### src/rtl/seg7_stream_ctrl_if.sv
// Read-side handshake between the UART RX FIFO (master) and the display controller (slave).
interface seg7_stream_ctrl_if;
  logic [7:0] rx_data;
  logic       rx_empty;
  logic       rx_rd;

  modport master (output rx_data, output rx_empty, input rx_rd);
  modport slave  (input rx_data, input rx_empty, output rx_rd);
endinterface

### src/rtl/seg7_stream_ctrl.sv
// Pops characters from the RX FIFO into a shifting character buffer and
// time-multiplexes them onto a common-anode 7-segment display.
module seg7_stream_ctrl #(
  parameter int DIGITS      = 4,
  parameter int REFRESH_DIV = 100000
) (
  input  logic              clk,
  input  logic              rst,
  seg7_stream_ctrl_if.slave rx,
  output logic [6:0]        seg,
  output logic              dp,
  output logic [DIGITS-1:0] an
);

  localparam int DIV_W = $clog2(REFRESH_DIV);
  localparam int IDX_W = (DIGITS > 1) ? $clog2(DIGITS) : 1;
  localparam logic [DIV_W-1:0] DIV_LAST = DIV_W'(REFRESH_DIV - 1);
  localparam logic [IDX_W-1:0] IDX_LAST = IDX_W'(DIGITS - 1);

  typedef enum logic [1:0] {IDLE, POP, SETTLE} state_t;

  state_t            state;
  logic              rd_q;
  logic [7:0]        cap_byte;
  logic [7:0]        chr [DIGITS];
  logic [DIGITS-1:0] dpf;
  logic [DIV_W-1:0]  div;
  logic [IDX_W-1:0]  idx;

  function automatic logic [6:0] decode(input logic [7:0] ch);
    logic [6:0] s;
    case (ch)
      8'h30:        s = 7'h40;
      8'h31:        s = 7'h79;
      8'h32:        s = 7'h24;
      8'h33:        s = 7'h30;
      8'h34:        s = 7'h19;
      8'h35:        s = 7'h12;
      8'h36:        s = 7'h02;
      8'h37:        s = 7'h78;
      8'h38:        s = 7'h00;
      8'h39:        s = 7'h10;
      8'h41, 8'h61: s = 7'h08;
      8'h42, 8'h62: s = 7'h03;
      8'h43, 8'h63: s = 7'h46;
      8'h44, 8'h64: s = 7'h21;
      8'h45, 8'h65: s = 7'h06;
      8'h46, 8'h66: s = 7'h0E;
      8'h2D:        s = 7'h3F;
      default:      s = 7'h7F;
    endcase
    return s;
  endfunction

  // Reset in the POP cycle suppresses the strobe so the FIFO keeps its head byte.
  assign rx.rx_rd = rd_q & ~rst;

  // Read FSM and character buffer
  always_ff @(posedge clk) begin
    if (rst) begin
      state <= IDLE;
      rd_q  <= 1'b0;
      dpf   <= '0;
      for (int i = 0; i < DIGITS; i++) chr[i] <= 8'h20;
    end else begin
      case (state)
        IDLE: begin
          if (!rx.rx_empty) begin
            cap_byte <= rx.rx_data;
            rd_q     <= 1'b1;
            state    <= POP;
          end
        end
        POP: begin
          rd_q  <= 1'b0;
          state <= SETTLE;
          case (cap_byte)
            8'h0D: begin
              dpf <= '0;
              for (int i = 0; i < DIGITS; i++) chr[i] <= 8'h20;
            end
            8'h2E: dpf[0] <= 1'b1;
            default: begin
              for (int i = 1; i < DIGITS; i++) chr[i] <= chr[i-1];
              chr[0] <= cap_byte;
              dpf    <= dpf << 1;
            end
          endcase
        end
        SETTLE: state <= IDLE;
        default: begin
          state <= IDLE;
          rd_q  <= 1'b0;
        end
      endcase
    end
  end

  // Scan divider, digit index and registered display pins
  always_ff @(posedge clk) begin
    if (rst) begin
      div <= '0;
      idx <= '0;
      seg <= 7'h7F;
      dp  <= 1'b1;
      an  <= '1;
    end else begin
      if (div == DIV_LAST) begin
        div <= '0;
        idx <= (idx == IDX_LAST) ? '0 : idx + 1'b1;
      end else begin
        div <= div + 1'b1;
      end
      seg <= decode(chr[idx]);
      dp  <= ~dpf[idx];
      an  <= ~(DIGITS'(1) << idx);
    end
  end

endmodule

### src/flat_wrapper.sv
// flat-port wrapper written by rule: the top's interface ports become plain ports
module seg7_stream_ctrl_flat 
#(
  parameter int DIGITS      = 4,
  parameter int REFRESH_DIV = 100000
)
  (clk, rst, seg, dp, an, rx_rx_data, rx_rx_empty, rx_rx_rd);
  seg7_stream_ctrl_if rx_i ();
  input  logic clk;
  input  logic rst;
  output logic [6:0] seg;
  output logic dp;
  output logic [DIGITS-1:0] an;
  input wire logic [$bits(rx_i.rx_data)-1:0] rx_rx_data;
  input wire logic [$bits(rx_i.rx_empty)-1:0] rx_rx_empty;
  output wire logic [$bits(rx_i.rx_rd)-1:0] rx_rx_rd;
  assign rx_i.rx_data = rx_rx_data;
  assign rx_i.rx_empty = rx_rx_empty;
  assign rx_rx_rd = rx_i.rx_rd;
  seg7_stream_ctrl #(.DIGITS(DIGITS), .REFRESH_DIV(REFRESH_DIV)) u_core (.clk(clk), .rst(rst), .rx(rx_i), .seg(seg), .dp(dp), .an(an));
endmodule
### config.mk
export PLATFORM = sky130hd
export DESIGN_NAME = seg7_stream_ctrl_flat
export DESIGN_NICKNAME = d
export VERILOG_FILES = /design/src/rtl/seg7_stream_ctrl_if.sv /design/src/rtl/seg7_stream_ctrl.sv /design/src/flat_wrapper.sv
export SDC_FILE = /design/constraint.sdc
export NUM_CORES = 1
export LEC_CHECK = 0
export ABC_AREA = 1
export CAP_MARGIN = 15
export CORE_MARGIN = 2
export CORE_UTILIZATION = 50
export DETAILED_ROUTE_END_ITERATION = 12
export PLACE_DENSITY = 0.78
export SLEW_MARGIN = 0
export SYNTH_ARGS = -nofsm -noshare
export SYNTH_HDL_FRONTEND = slang
export SYNTH_SLANG_ARGS = --single-unit
### constraint.sdc
create_clock -name clk -period 6.29 [get_ports clk]
set_input_delay 1.5725 -clock clk [delete_from_list [all_inputs] [get_ports clk]]
set_output_delay 1.5725 -clock clk [all_outputs]
set_load 0.01 [all_outputs]
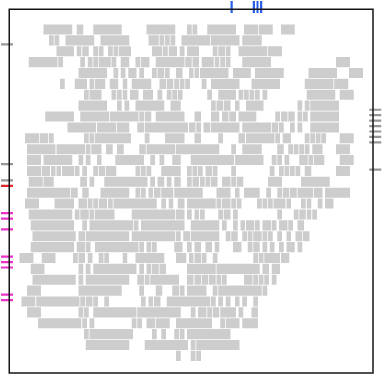
**Above:** I/O pins on the die edge.
(4 px per um) Pins as bars across the die edge, other pins in grey.
[an] blue | pins: 4 | direction: output | edge: top
[rx_rx_data] magenta | pins: 8 | direction: input | edge: left
[rx_rx_empty] red | pins: 1 | direction: input | edge: left
all pins by edge: 12 left, 8 right, 4 top
PortBufs: 23
die height: 90.6 um

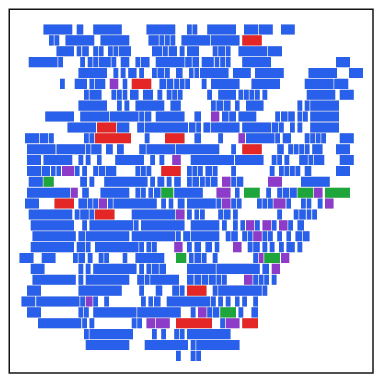
**Above:** drive-strength map.
(4 px per um)
[_6 and larger] red | cells: 12 | share: 2.5%
[_0 and _1 cells] blue | cells: 434 | share: 90%
[_2 cells] purple | cells: 30 | share: 6.2%
[_3 and _4 cells] green | cells: 8 | share: 1.7%
post-route worst setup slack: 1.91 ns
Area growth, synth to finish: 12.6%
Non-clock buffers: 25
Final Cell Area: 4220 um2

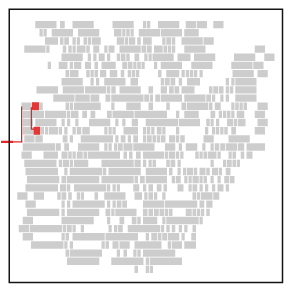
**Above:** wires at chosen ports, followed through buffers.
(3 px per um)
[rx_rx_empty] red | bits: 1 | direction: input | edge: left | end cells: 2 | buffers: 1 | wire: 23.7 um

==> results.py <==
# Generated from Yosys and OpenROAD reports
metrics = {
    "hold_path": {
        "whs_path_depth": 1,
        "hp-class": "register to register",
    },
    "logic_synthesis": {
        "simple_gate_area_share_pct": 32.6,
        "synthCells": 456,
        "postSynthAreaPerCell_um2": 8.22,
        "ff_type": "dfxtp_1",
        "aoi_share_pct": 5.01,
        "yosys.area.top_type": "dfxtp_1",
        "mux_share_pct": 0,
        "synth-edff-count": 32,
        "ys_seq_share_pct": 51.3,
        "synthTopCellsByArea": "dfxtp_1 (26%), edfxtp_1 (26%), nand2_1 (12%)",
        "syn-cell-area_um2": 3750,
        "yosys_warnings": 0,
        "synth_stat.cells": 456,
        "top_cell_area_share_pct": 25.7,
        "ys.flops": 80,
        "logic_family": "simple AND/OR/NAND/NOR gates",
        "synth.top_cells.by_count": "nand2_1 (115), nor2_1 (67), dfxtp_1 (48)",
        "xor_area_share_pct": 1.64,
        "top_cell": "nand2_1",
    },
    "routing": {
        "detail-route-antenna-nets": 0,
        "num_vias": 2920,
        "drt-initial-drc-count": 159,
        "dr.pass1.iters": 4,
        "wire_per_inst_um": 11.6,
        "drc": 0,
        "routed_via_density": 5.01,
    },
    "timing": {
        "finClkSkew_ns": 0.00788,
        "min_period_ns": 4.38,
        "setup_viol": 0,
        "fin_tns_setup_ns": 0,
        "tightest_slew_ns": 0.933,
        "slew_viol_final": 0,
        "final_hold_viol_count": 0,
        "hold_slack_ns": 0.456,
        "max_freq_mhz": 228,
        "fin_crit_sh_pct": 69.7,
        "rsz0062_at_grt": "no",
    },
    "global_route": {
        "gr-total-overflow": 0,
        "grt.total_usage_pct": 17.8,
        "grt_pass1_vias": 2916,
        "grt_pass1_wl_um": 12000,
    },
    "clock_network": {
        "htreeDepth": 3,
        "clk_latency_ns": 0.35,
        "numCtsBuffers": 9,
        "clockBufferDepth": 2,
        "cts.reportedPaths.clkPinSlew_ns": 0.08,
        "cts_resized": 0,
        "root_buffer": "clkbuf_8",
        "post_cts_buffers": 0,
        "clock-sinks": 80,
        "cts_hold_buffers": 0,
    },
    "cells_and_area": {
        "diodes": 0,
        "fin_cells": 583,
        "drive_above_1_share_pct": 10.3,
        "fill_cells": 663,
    },
    "place": {
        "place_ws_ns": 1.91,
        "dpl_cell_area_um2": 4020,
        "gp_congestion": 0.908,
    },
    "power_and_ir_drop": {
        "seq_power_share_pct": 55.7,
        "cellPowerDensity_nw_per_um2": 243,
        "power_frac_clock_pct": 36.4,
        "power.share.switching_pct": 23.6,
        "power_frac_comb_pct": 7.9,
        "power.switching_uw": 242,
        "finalPower_mw": 1.02,
    },
    "setup_path": {
        "critPathMaxStageDelay_ns": 0.54,
        "crit_arrival_ns": 2.81,
        "reg2reg_depth": 8,
        "critPathMaxFanout": 8,
        "critPathSlowestCell": "clkdlybuf4s50_1",
        "critical_path_class": "input pin to primary output",
        "regToRegSetupSlack_ns": 3.91,
        "critPathMostFrequentCell": "clkdlybuf4s50_1",
        "endpoint_kind": "primary output",
        "path_cells": "clkdlybuf4s50_1 > nor2_1 > clkdlybuf4s50_1",
    },
    "status": {
        "status": "complete, no violations",
    },
    "floorplanning": {
        "initCoreUtil_pct": 51.6,
        "fp.dieW_um": 90.6,
    },
    "job": {
        "warnings": 29,
    },
}
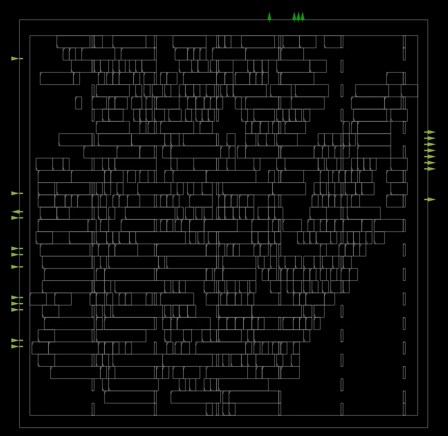
**Above:** cell placement.
n_taps: 99
Core Area: 7250 um2
Layout Utilization: 58.2%
Seq area share: 45.6%
row cnt: 31

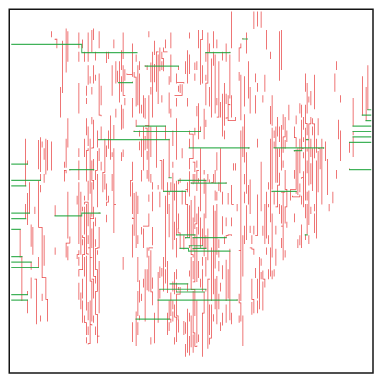
**Above:** metal layers overlaid.
(4 px per um) Only two layers are drawn.
[metal 2] red | wire length: 3230 um
[metal 3] green | wire length: 326 um

==> path summary, 6_finish.rpt <==
check	from	end
min	u_core.state[0]	u_core.state[0]
max	rst	rx_rx_rd
max reg2reg	u_core.cap_byte[7]	u_core.chr[2][0]
min reg2reg	u_core.state[0]	u_core.state[0]
==> flip-flops by register name, summed over array words and instances (netlist names), named ones only <==
name,cells
u_core.dpf,4
u_core.chr,32
u_core.div,17
u_core.state,2
u_core.cap_byte,8
u_core.rd_q,1
u_core.seg,7
u_core.dp,1
u_core.an,4
u_core.idx,2
==> metal layers <==
| metal | vias up | GRT usage, % | wire [um] |
|---|---|---|---|
| met1 | 1328 | 20.9 | 3090 |
| met2 | 73 | 30.1 | 3230 |
| met3 | 12 | 4.34 | 325 |
| met5 | - | 0 | 0 |
| met4 | 0 | 9.23 | 128 |
| li1 | 1507 | - | - |
==> cell type report <==
type / instances / area, um2 / share of cell area [%]
flip-flops and latches: 80 / 1920 / 45.6
inverters: 50 / 195 / 4.63
repair buffers: 25 / 245 / 5.81
multi-input cells: 313 / 1530 / 36.3
clock inverters: 4 / 23.8 / 0.563
clock buffers: 12 / 178 / 4.21
well taps: 99 / 124 / 2.94
==> layout by cell type (no fill, tap or decap), types with 6 or more instances in the layout <==
| master | count |
|---|---|
| edfxtp_1 | 32 |
| nor4_1 | 6 |
| nand3_1 | 29 |
| nor2_1 | 67 |
| nand2_1 | 115 |
| clkbuf_8 | 9 |
| dfxtp_1 | 48 |
| o21ai_0 | 11 |
| nand4_1 | 6 |
| inv_1 | 47 |
| nor3_1 | 9 |
| clkdlybuf4s50_1 | 23 |
| a21oi_1 | 13 |
| nand2_2 | 13 |
==> critical path: cells and delay by family <==
kind,cells,cell delay (ns)
buffers and inverters,2,1.08
and+or+nand+nor,1,0.16
==> power groups by stage <==
stage / Clock [mW] / Combinational [mW] / Sequential (mW)
after floorplan: 0 / 0.0534 / 0.581
after global placement: 0 / 0.0795 / 0.581
after detailed placement: 0 / 0.0810 / 0.582
after CTS: 0.378 / 0.0814 / 0.570
after global routing: 0.404 / 0.0918 / 0.572
final: 0.373 / 0.0809 / 0.570
==> cells by family after synthesis <==
group	after synthesis
compound gates	34
simple gates	267
flops	80
buf+inv	63
xor+xnor	7
fa+ha+maj	5
Power is estimated from default activity; no workload was simulated.
